`src/rtl/alu_seq.sv`:
```
// Handshaked ALU with zero/carry flags. Single-cycle ADD/SUB/INC/logic ops and a
// shift-add multiplier that iterates once per clock for WIDTH clocks.
//
//   state  | meaning
//   -------+-----------------------------------------------------------
//   IDLE   | waiting for an operation; in_ready high unless in reset
//   MUL    | shift-add multiply in progress; busy high
//   DONE   | F/zero/carry valid and held until the consumer takes them
module alu_seq #(
  parameter int WIDTH = 8
) (
  input  logic               clk,
  input  logic               rst,
  input  logic               in_valid,
  output logic               in_ready,
  input  logic [WIDTH-1:0]   A,
  input  logic [WIDTH-1:0]   B,
  input  logic [2:0]         Sel,
  output logic               out_valid,
  input  logic               out_ready,
  output logic [2*WIDTH-1:0] F,
  output logic               zero,
  output logic               carry,
  output logic               busy
);

  localparam int CW = $clog2(WIDTH);

  localparam logic [2:0] OP_ADD  = 3'd0;
  localparam logic [2:0] OP_SUB  = 3'd1;
  localparam logic [2:0] OP_MUL  = 3'd2;
  localparam logic [2:0] OP_INC  = 3'd3;
  localparam logic [2:0] OP_AND  = 3'd4;
  localparam logic [2:0] OP_OR   = 3'd5;
  localparam logic [2:0] OP_XNOR = 3'd6;
  localparam logic [2:0] OP_XOR  = 3'd7;

  typedef enum logic [1:0] {
    S_IDLE = 2'd0,
    S_MUL  = 2'd1,
    S_DONE = 2'd2
  } state_t;

  state_t state;
  state_t state_nxt;

  logic               accept;
  logic [2*WIDTH-1:0] mcand;
  logic [2*WIDTH-1:0] acc;
  logic [2*WIDTH-1:0] acc_nxt;
  logic [WIDTH-1:0]   mult;
  logic [CW-1:0]      cnt;
  logic               last_iter;
  logic [WIDTH:0]     ext;
  logic [2*WIDTH-1:0] res;
  logic               res_carry;

  // in_ready already excludes reset, so a reset edge can never also accept
  assign accept    = in_valid && in_ready;
  assign last_iter = (cnt == CW'(WIDTH - 1));
  // mcand is pre-shifted each iteration, so adding it equals adding A << i
  assign acc_nxt   = mult[0] ? (acc + mcand) : acc;

  // State register
  always_ff @(posedge clk) begin
    if (rst) begin
      state <= S_IDLE;
    end else begin
      state <= state_nxt;
    end
  end

  // Next-state decode
  always_comb begin
    state_nxt = state;
    case (state)
      S_IDLE: begin
        if (accept) begin
          state_nxt = (Sel == OP_MUL) ? S_MUL : S_DONE;
        end
      end
      S_MUL: begin
        if (last_iter) begin
          state_nxt = S_DONE;
        end
      end
      S_DONE: begin
        if (out_ready) begin
          state_nxt = S_IDLE;
        end
      end
      default: state_nxt = S_IDLE;
    endcase
  end

  // Handshake and status outputs decoded from state
  always_comb begin
    in_ready  = 1'b0;
    out_valid = 1'b0;
    busy      = 1'b0;
    case (state)
      S_IDLE:  in_ready  = !rst;
      S_MUL:   busy      = 1'b1;
      S_DONE:  out_valid = 1'b1;
      default: ;
    endcase
  end

  // Single-cycle result; arithmetic ops carry out in bit WIDTH of ext
  always_comb begin
    ext       = '0;
    res       = '0;
    res_carry = 1'b0;
    case (Sel)
      OP_ADD: begin
        ext       = {1'b0, A} + {1'b0, B};
        res       = {{(WIDTH-1){1'b0}}, ext};
        res_carry = ext[WIDTH];
      end
      OP_SUB: begin
        ext       = {1'b0, A} - {1'b0, B};
        res       = {{(WIDTH-1){1'b0}}, ext};
        res_carry = ext[WIDTH];
      end
      OP_INC: begin
        ext       = {1'b0, A} + {{WIDTH{1'b0}}, 1'b1};
        res       = {{(WIDTH-1){1'b0}}, ext};
        res_carry = ext[WIDTH];
      end
      OP_AND:  res = {{WIDTH{1'b0}}, A & B};
      OP_OR:   res = {{WIDTH{1'b0}}, A | B};
      OP_XNOR: res = {{WIDTH{1'b0}}, ~(A ^ B)};
      OP_XOR:  res = {{WIDTH{1'b0}}, A ^ B};
      default: ;
    endcase
  end

  // Operand capture, multiply iterations and result/flag registers
  always_ff @(posedge clk) begin
    if (rst) begin
      F     <= '0;
      zero  <= 1'b0;
      carry <= 1'b0;
      mcand <= '0;
      mult  <= '0;
      acc   <= '0;
      cnt   <= '0;
    end else begin
      if (accept) begin
        if (Sel == OP_MUL) begin
          mcand <= {{WIDTH{1'b0}}, A};
          mult  <= B;
          acc   <= '0;
          cnt   <= '0;
        end else begin
          F     <= res;
          zero  <= (res == '0);
          carry <= res_carry;
        end
      end
      if (state == S_MUL) begin
        acc   <= acc_nxt;
        mcand <= mcand << 1;
        mult  <= mult >> 1;
        cnt   <= cnt + CW'(1);
        if (last_iter) begin
          F     <= acc_nxt;
          zero  <= (acc_nxt == '0);
          carry <= 1'b0;
        end
      end
    end
  end

endmodule

```
`config.mk`:
```
export PLATFORM = sky130hd
export DESIGN_NAME = alu_seq
export DESIGN_NICKNAME = d
export VERILOG_FILES = /design/src/rtl/alu_seq.sv
export SDC_FILE = /design/constraint.sdc
export NUM_CORES = 1
export LEC_CHECK = 0
export ABC_AREA = 1
export CAP_MARGIN = 20
export CORE_MARGIN = 5
export CORE_UTILIZATION = 36
export DETAILED_ROUTE_END_ITERATION = 8
export DONT_BUFFER_PORTS = 1
export HOLD_SLACK_MARGIN = 0.15
export SKIP_CTS_REPAIR_TIMING = 1
export SLEW_MARGIN = 20
export SYNTH_ARGS = -nofsm -noshare
export SYNTH_HDL_FRONTEND = slang
export SYNTH_SLANG_ARGS = --single-unit
```
`constraint.sdc`:
```
create_clock -name clk -period 4.9 [get_ports clk]
set_input_delay 1.47 -clock clk [delete_from_list [all_inputs] [get_ports clk]]
set_output_delay 1.47 -clock clk [all_outputs]
set_load 0.01 [all_outputs]
```
==> impl_metrics.yaml, run 1 <==
# generated from flow reports
place:
  place_hpwl_um: 12400
  gp_congestion: 0.968
cells_and_area:
  seq-cell-share: 0.232
  top_area_cell_class: "multi-input combinational cells"
  layoutNonFillerInstCount: 972
logic_synthesis:
  top_ff_cell_synth: "sky130_fd_sc_hd__dfxtp_1"
  synth.cells.most_frequent: "sky130_fd_sc_hd__nand2_1, sky130_fd_sc_hd__inv_1, sky130_fd_sc_hd__nand3_1, sky130_fd_sc_hd__a21oi_1, sky130_fd_sc_hd__dfxtp_1"
  synthTopCellsByArea: "sky130_fd_sc_hd__dfxtp_1, sky130_fd_sc_hd__nand2_1, sky130_fd_sc_hd__ha_1"
  synth_compound_gate_area_share: 0.162
  post_synthesis_average_cell_area_um2: 6.29
grt:
  global_route.overflow_total: 0
timing:
  fmax_mhz: 324
  clock_skews_ps: 15.7
  period_used_share: 0.630
  layout_min_cycle_time_ps: 3090
  timing.hold.ws_ps: 462
  timing.slew.headroom: 0.422
critical_path:
  cp_data_required_time_ps: 3430
  cp_num_buf_inv: 0
  timing.critical_path.from_type: "input port"
  critical_path_arrival_ps: 1620
clock_network:
  clk-insertion-delay-late_ps: 340
status:
  result_of_the_run: "completed"
die:
  n_tap_cell: 180
  fp-row-count: 43
-- run 1: cells in the final DEF, fill, tap and decap left out, types with 2 or more instances in the layout --
master,count
sky130_fd_sc_hd__inv_1,85
sky130_fd_sc_hd__nor2_2,3
sky130_fd_sc_hd__o21ai_1,3
sky130_fd_sc_hd__nand3_2,4
sky130_fd_sc_hd__nand3b_1,2
sky130_fd_sc_hd__inv_2,6
sky130_fd_sc_hd__fa_1,3
sky130_fd_sc_hd__a31oi_1,9
sky130_fd_sc_hd__or2_2,5
sky130_fd_sc_hd__nand4_1,19
sky130_fd_sc_hd__buf_4,2
sky130_fd_sc_hd__a21o_1,2
sky130_fd_sc_hd__o21a_1,4
sky130_fd_sc_hd__and2_1,2
sky130_fd_sc_hd__inv_6,4
sky130_fd_sc_hd__a32o_1,2
sky130_fd_sc_hd__nand3_1,83
sky130_fd_sc_hd__a22oi_1,2
sky130_fd_sc_hd__nand2_1,226
sky130_fd_sc_hd__o21ai_0,38
sky130_fd_sc_hd__o211ai_1,5
sky130_fd_sc_hd__xor2_1,2
sky130_fd_sc_hd__nor2_1,58
sky130_fd_sc_hd__clkbuf_16,9
sky130_fd_sc_hd__a21oi_1,82
sky130_fd_sc_hd__ha_1,42
sky130_fd_sc_hd__nor3_1,10
sky130_fd_sc_hd__dfxtp_1,63
sky130_fd_sc_hd__nor2_4,5
-- run 1: worst register-to-register path, cell delays in order, from the launching register on --
cell	delay, ps
sky130_fd_sc_hd__dfxtp_1	880
sky130_fd_sc_hd__inv_1	480
sky130_fd_sc_hd__nand2_1	150
sky130_fd_sc_hd__nand2_1	80
sky130_fd_sc_hd__nor2_1	150
sky130_fd_sc_hd__nand3_1	90
sky130_fd_sc_hd__nor2_1	110
sky130_fd_sc_hd__nand3_1	130
sky130_fd_sc_hd__nor2_1	110
sky130_fd_sc_hd__nand3_1	90
sky130_fd_sc_hd__nor2_1	100
sky130_fd_sc_hd__nand4_1	120
sky130_fd_sc_hd__nand2_1	90
-- run 1: how the worst max path moves through the flow --
stage	startpoint	end	slack (ps)	depth (start not counted)
4_1_cts	rst	in_ready	1810	1
5_1_grt	A[0]	zero	1570	16
2_1_floorplan	rst	in_ready	1700	2
6_report	rst	in_ready	1810	1
3_5_place_dp	A[0]	zero	1580	16
3_3_place_gp	A[0]	zero	1590	16
-- run 1: power breakdown --
| group | switching, uW | internal, uW | leakage (uW) | total [uW] |
|---|---|---|---|---|
| clock | 266 | 400 | 0.000147 | 666 |
| combinational | 137 | 63.6 | 0.00182 | 200 |
| sequential | 14.3 | 523 | 0.000509 | 537 |
| total | 417 | 986 | 0.00247 | 1400 |
-- run 1: sequential cells by signal (all words and copies together), names as in the netlist --
signal  flops
zero        1
F          16
mcand      16
mult        8
cnt         3
state       2
carry       1
acc        16
-- run 1: logic make-up after synthesis --
| logic type | count (synthesis) |
|---|---|
| simple gates | 420 |
| compound gates | 151 |
| buf+inv | 122 |
| flops | 63 |
| fa+ha+maj | 45 |
| xor+xnor | 3 |
-- run 1: metal layers --
metal,GRT usage,part of all wire,vias to the layer above
li1,-,-,2628
met1,0.273,0.47,2397
met2,0.315,0.45,170
met3,0.0336,0.056,30
met4,0.0729,0.030,0
met5,0,0,-
Figure 1. Wires at chosen ports, followed through buffers (run 1).
Bar = 50 um.
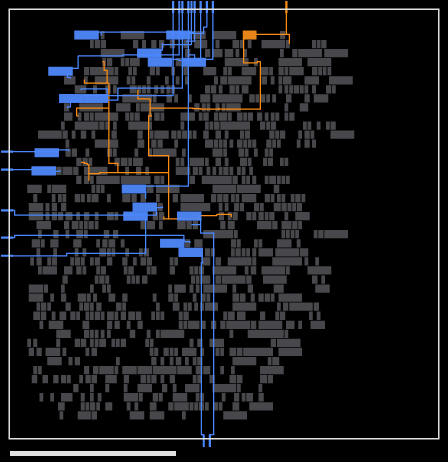
- busy: orange (direction output; end cells 1; buffers 0; wire 244 um)
- F: blue (direction output; end cells 16; buffers 0; wire 683 um)

Figure 2. Power grid (run 1).
Bar = 50 um. Pins as bars on the die edge.
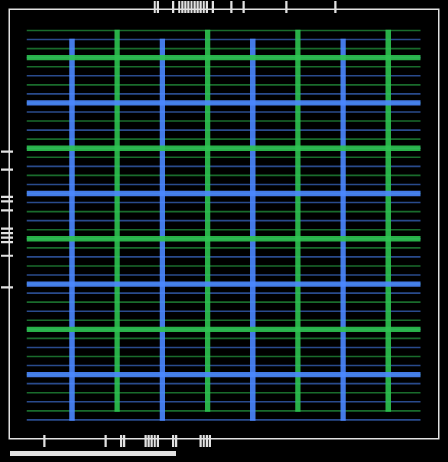
- VSS: blue
- VDD: green
- met4 straps: 8
- met1 rails: 44
height of the chip: 129 um
Core Footprint: 13800 um^2
horizontal die dimension: 129 um
Peak supply drop: 0.136 mV

Figure 3. Placed cells, one color a class (run 1).
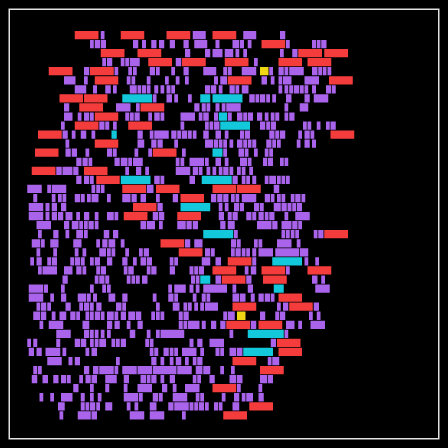
- other buffers and delay cells: yellow (cells 2; share of their area 0.29%)
- clock drivers and dummy loads: cyan (cells 16; share of their area 5.8%)
- all other logic: purple (cells 711; share of their area 70%)
- flip-flops: red (cells 63; share of their area 24%)

Figure 4. Cell density map (run 1).
Bar = 50 um. 13 x 13 tiles, from black (low) to pale yellow (high), 0 to 100% covered.
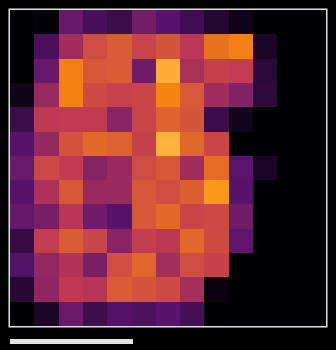

==> run 2: changes to the inputs <==
==> constraint.sdc (replaced) <==
create_clock -name clk -period 2.7 [get_ports clk]
set_input_delay 0.81 -clock clk [delete_from_list [all_inputs] [get_ports clk]]
set_output_delay 0.81 -clock clk [all_outputs]
set_load 0.01 [all_outputs]
Figure 5. Cell density map (run 2).
Bar = 50 um. 13 x 13 tiles, from black (low) to pale yellow (high), 0 to 100% covered.
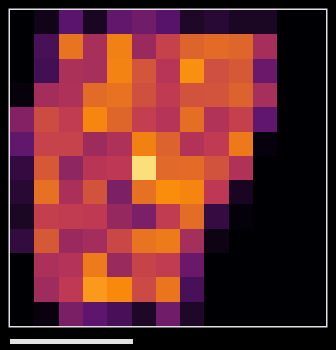
- tiles over 75% full: 2.4%
- fullest tile: 93%
- nearly empty tiles: 29%
- mean over tiles: 33%
- emptiest ninth of the die: south-east
- densest ninth of the die: center
core utilization before placement: 0.366
end-of-flow core utilization: 0.405

Figure 6. Wires at chosen ports, followed through buffers (run 2).
Bar = 50 um.
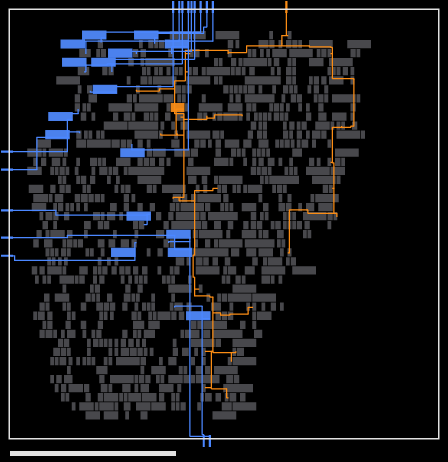
- busy: orange (direction output; end cells 1; buffers 1; wire 380 um)
- F: blue (direction output; end cells 16; buffers 0; wire 689 um)
quantity of I/O buffers inserted on ports: 0
number of I/O pins: 44

==> run 2 against run 1 <==
Sequential share of layout area shrank 0.63 points. Highest routed layer unchanged. Largest power group unchanged. Clock skew shrank 5.3 ps. Critical endpoint is now zero. Setup slack lost 1400 ps.
==> impl_metrics.yaml, run 2 <==
# generated from flow reports
critical_path:
  cp_data_required_time_ps: 2980
  startpoint: "A[0]"
  critical_path_arrival_ps: 2600
logic_synthesis:
  synth.cells.most_frequent: "sky130_fd_sc_hd__nand2_1, sky130_fd_sc_hd__inv_1, sky130_fd_sc_hd__nand3_1, sky130_fd_sc_hd__a21oi_1, sky130_fd_sc_hd__dfxtp_1"
  synthTopCellsByArea: "sky130_fd_sc_hd__dfxtp_1, sky130_fd_sc_hd__nand2_1, sky130_fd_sc_hd__ha_1"
  top_ff_cell_synth: "sky130_fd_sc_hd__dfxtp_1"
  post_synthesis_average_cell_area_um2: 6.29
die:
  floorplan.die.width_um: 129
  fp-row-count: 43
timing:
  clock_skews_ps: 10.4
  period_used_share: 0.862
  fmax_mhz: 430
  layout_min_cycle_time_ps: 2330
  timing.slew.headroom: 0.660
cells_and_area:
  layoutNonFillerInstCount: 986
  layout.cells.most_common_list: "sky130_fd_sc_hd__nand2_1, sky130_fd_sc_hd__inv_1, sky130_fd_sc_hd__nand3_1"
  layout.cells.most_common: "sky130_fd_sc_hd__nand2_1"
status:
  result_of_the_run: "completed"
place:
  place_hpwl_um: 12500
grt:
  global_route.overflow_total: 0
power:
  max-vdd-ir-drop_mv: 0.246
==> run 2: cell counts after synthesis <==
Identical to the previous run, type by type.
==> run 2: cell type report <==
class / count / area, um^2 / share of cell area
Timing Repair Buffer: 16 / 120 / 0.0215
Clock inverter: 7 / 125 / 0.0224
Multi-Input combinational cell: 619 / 3300 / 0.589
Sequential cell: 63 / 1260 / 0.225
Clock buffer: 9 / 225 / 0.0402
Tap cell: 180 / 225 / 0.0402
Inverter: 92 / 345 / 0.0617
==> run 2: routing by layer <==
layer  routed length, um  share of wire  global-route usage  up-vias
met1                7150           0.44               0.252     2376
met2                7470           0.46               0.326      132
met4                 537          0.033              0.0877        0
met5                   0              0                   0        -
met3                 973          0.060              0.0440       35
li1                    -              -                   -     2661
==> run 2: per-stage QoR <==
step / area (um^2) / setup slack [ps]
CTS: 5600 / 417
global placement: 5250 / 80.4
global route: 5600 / 198
detailed placement: 5250 / 90.6
floorplan: 5060 / 330
finish: 5600 / 373
==> run 2: worst paths after layout <==
kind | to | slack (ps) | depth (start not counted)
setup reg to reg | zero | 430 | 13
hold reg to reg | cnt[1] | 460 | 2
hold / removal | cnt[1] | 460 | 2
setup / recovery | zero | 370 | 16
==> run 2: cell families (layout without fill, tap and decap cells) <==
kind of cell,after synthesis,in the layout,synth area share
buffers and inverters,122,124,0.0994
xor gates and xnor gates,3,3,0.00519
DFF,63,63,0.249
adders and majority gates,45,45,0.116
and+or+nand+nor,420,420,0.368
AOI/OAI and AO/OA,151,151,0.162
==> run 2: report_power, final <==
| group | leakage [uW] | total, uW | internal (uW) | switching, uW |
|---|---|---|---|---|
| Clock | 0.000171 | 1390 | 915 | 477 |
| Sequential | 0.000509 | 971 | 948 | 22.6 |
| Combinational | 0.00188 | 380 | 127 | 253 |
| Total | 0.00257 | 2740 | 1990 | 753 |
==> run 2: worst max-delay path, cell delays in order <==
cell and delay, ps:
sky130_fd_sc_hd__ha_1 160, sky130_fd_sc_hd__inv_1 60, sky130_fd_sc_hd__fa_1 380, sky130_fd_sc_hd__inv_1 110
sky130_fd_sc_hd__nand3_1 110, sky130_fd_sc_hd__nand2_1 110, sky130_fd_sc_hd__nand2_1 50, sky130_fd_sc_hd__nand3_1 70
sky130_fd_sc_hd__nand3_1 80, sky130_fd_sc_hd__nor2_1 110, sky130_fd_sc_hd__nand3_1 80, sky130_fd_sc_hd__nor2_1 170
sky130_fd_sc_hd__nand4_1 120, sky130_fd_sc_hd__nand2_1 80, sky130_fd_sc_hd__nand2_1 40, sky130_fd_sc_hd__nand2_1 50
Figure 7. Track usage over the die (run 2).
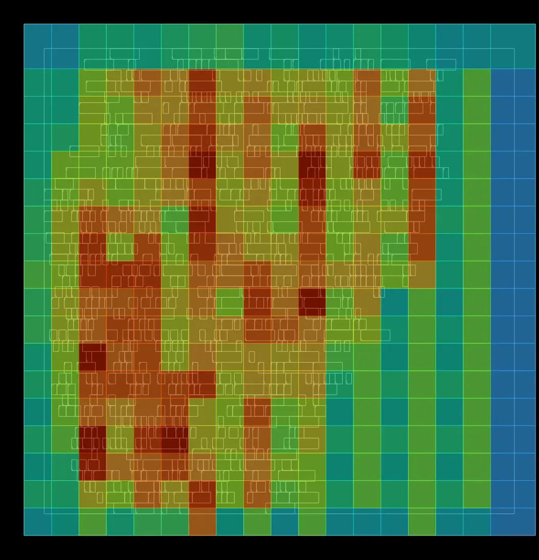

==> run 3: changes to the inputs <==
--- a/config.mk
+++ b/config.mk
@@ -7,13 +7,17 @@
 export LEC_CHECK = 0
 export ABC_AREA = 1
 export CAP_MARGIN = 20
+export CELL_PAD_IN_SITES_DETAIL_PLACEMENT = 1
+export CELL_PAD_IN_SITES_GLOBAL_PLACEMENT = 2
+export CORE_ASPECT_RATIO = 0.5
 export CORE_MARGIN = 5
-export CORE_UTILIZATION = 36
+export CORE_UTILIZATION = 32
 export DETAILED_ROUTE_END_ITERATION = 8
 export DONT_BUFFER_PORTS = 1
 export HOLD_SLACK_MARGIN = 0.15
+export PLACE_DENSITY_LB_ADDON = 0.1
 export SKIP_CTS_REPAIR_TIMING = 1
-export SLEW_MARGIN = 20
+export SLEW_MARGIN = 10
 export SYNTH_ARGS = -nofsm -noshare
 export SYNTH_HDL_FRONTEND = slang
 export SYNTH_SLANG_ARGS = --single-unit
Figure 8. Track usage over the die (run 3).
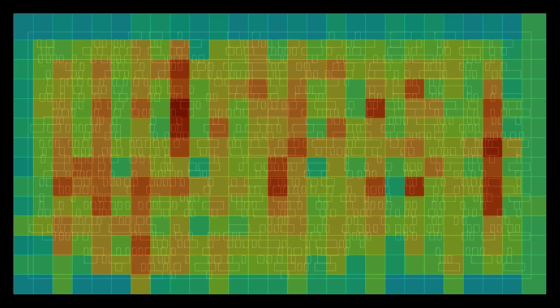
global routing met2 resource utilization: 0.340
met3 Track Usage GR: 0.0265
met1 GRT Util: 0.269
global-route usage over all layers: 0.199
most congested layer reported by global routing: met2

Figure 9. Power grid (run 3).
Bar = 50 um. Pins as bars on the die edge.
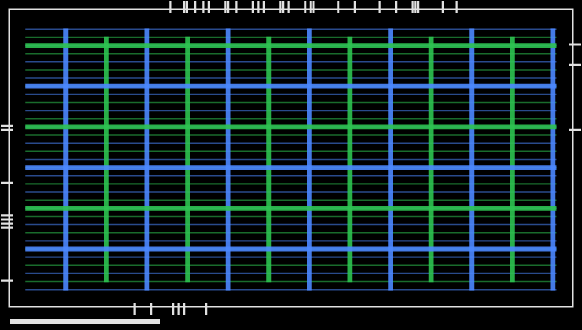
- VDD: green
- VSS: blue
- met1 rails: 33
- met4 straps: 13
Peak supply drop: 0.266 mV
horizontal die dimension: 188 um
Core Footprint: 15500 um^2
height of the chip: 98.9 um

==> run 3 against run 2 <==
Worst hold slack better by 1.1 ps. Clock skew down 1.1 ps. First-iteration DRC count down 45%. Critical endpoint unchanged. Critical path type is now flop to flop. Wire length up 13%. Largest power group unchanged.
==> impl_metrics.yaml, run 3 <==
# generated from flow reports
timing:
  layout_min_cycle_time_ps: 2390
  clock_skews_ps: 9.26
  fmax_mhz: 418
  layout_setup_ws_ps: 308
  period_used_share: 0.886
logic_synthesis:
  netlist-cell-type-count: 40
  synth.cells.most_frequent: "sky130_fd_sc_hd__nand2_1, sky130_fd_sc_hd__inv_1, sky130_fd_sc_hd__nand3_1, sky130_fd_sc_hd__a21oi_1, sky130_fd_sc_hd__dfxtp_1"
  post_synthesis_average_cell_area_um2: 6.29
  top_ff_cell_synth: "sky130_fd_sc_hd__dfxtp_1"
  yosys_register_bits: 63
  synth_top_cell_by_area: "sky130_fd_sc_hd__dfxtp_1"
  async_reset_ff_frac: 0
  synthTopCellsByArea: "sky130_fd_sc_hd__dfxtp_1, sky130_fd_sc_hd__nand2_1, sky130_fd_sc_hd__ha_1"
critical_path:
  cp_data_required_time_ps: 2970
  timing.critical_path.from_type: "flop"
  setup_slack_of_the_worst_register_to_register_path_ps: 310
  timing.critical_path.cells: "ha_1 -> fa_1 -> nand3_1 -> nand2_1 -> a21oi_1 -> inv_1 -> nand2_1 -> nand3_1 -> o21ai_0 -> nand3_1 -> nor2_1 -> nand4_1 -> nand2_1"
  worst-path-max-fanout: 3
  critical_path_arrival_ps: 2660
  crit_slowest_cell: "sky130_fd_sc_hd__fa_1"
  worst_path_dominant_cell_family: "simple AND/OR/NAND/NOR gates"
routing:
  dr_total_vias: 5284
grt:
  global_route.overflow_total: 0
status:
  result_of_the_run: "completed"
cells_and_area:
  layout.cells.most_common_list: "sky130_fd_sc_hd__nand2_1, sky130_fd_sc_hd__inv_1, sky130_fd_sc_hd__nand3_1"
  biggestRegsByFlops: "F (16), acc (16), mcand (16)"
  fin_util: 0.363
  area_delta_synth_final_pct: 11.0
  layout.cells.most_common: "sky130_fd_sc_hd__nand2_1"
place:
  pre_cts_ws_ps: 38.4
  buffer_ports.inserted: 0
  place_hpwl_um: 14300
run:
  drv.max_cap_violation_count: 0
clock_network:
  tritoncts_clock_tree: "built"
die:
  initial_core_util: 0.327
  fp-row-count: 32
==> run 3: cell counts after synthesis <==
Identical to the previous run, type by type.
==> run 3: worst register-to-register path, cell delays in order, from the launching register on <==
cell	delay (ps)
sky130_fd_sc_hd__dfxtp_1	340
sky130_fd_sc_hd__ha_1	250
sky130_fd_sc_hd__fa_1	410
sky130_fd_sc_hd__nand3_1	110
sky130_fd_sc_hd__nand2_1	120
sky130_fd_sc_hd__a21oi_1	190
sky130_fd_sc_hd__inv_1	100
sky130_fd_sc_hd__nand2_1	70
sky130_fd_sc_hd__nand3_1	70
sky130_fd_sc_hd__o21ai_0	130
sky130_fd_sc_hd__nand3_1	120
sky130_fd_sc_hd__nor2_1	130
sky130_fd_sc_hd__nand4_1	180
sky130_fd_sc_hd__nand2_1	110
==> run 3: area by class of cell <==
type                    count  area, um^2
fillers                  2030        9840
multi-input cells         619        3300
flip-flops and latches     63        1260
inverters                  92         345
well taps                 204         255
clock buffers              11         243
repair buffers             24         180
clock inverters             5        33.8
==> run 3: path summary, 6_finish.rpt <==
| check | start | endpoint | cells after the start |
|---|---|---|---|
| max | mcand[0] | zero | 13 |
| min | cnt[1] | cnt[1] | 2 |
| max reg2reg | mcand[0] | zero | 13 |
| min reg2reg | cnt[1] | cnt[1] | 2 |
==> run 3: logic make-up after synthesis <==
logic type               count (synthesis)  synth area share
AND/OR/NAND/NOR                        420             0.368
AND-OR/OR-AND                          151             0.162
buffers and inverters                  122            0.0994
flip-flops                              63             0.249
adder cells (fa/ha/maj)                 45             0.116
XOR/XNOR                                 3           0.00519
==> run 3: routing by layer <==
metal  up-vias  track usage  wire (um)
li1       2667            -          -
met1      2548        0.269       9070
met2        56        0.340       8460
met3        13       0.0265        412
met4         0       0.0440        238
met5         -            0          0
==> run 3: power breakdown <==
part           internal (uW)  switching (uW)
Combinational            144             273
Clock                    645             443
Sequential               949            20.1
==> run 3: per-stage QoR <==
stage               total power [uW]  instances  hold slack, ps  instance area, um^2
global route                    2590       1018             493                 5610
finish                          2470       1018             463                 5610
global placement                1400       1002             447                 5340
CTS                             2490       1018             461                 5610
floorplan                       1280        804             444                 5060
detailed placement              1410       1002             452                 5340
Power and IR drop assume default switching activity.
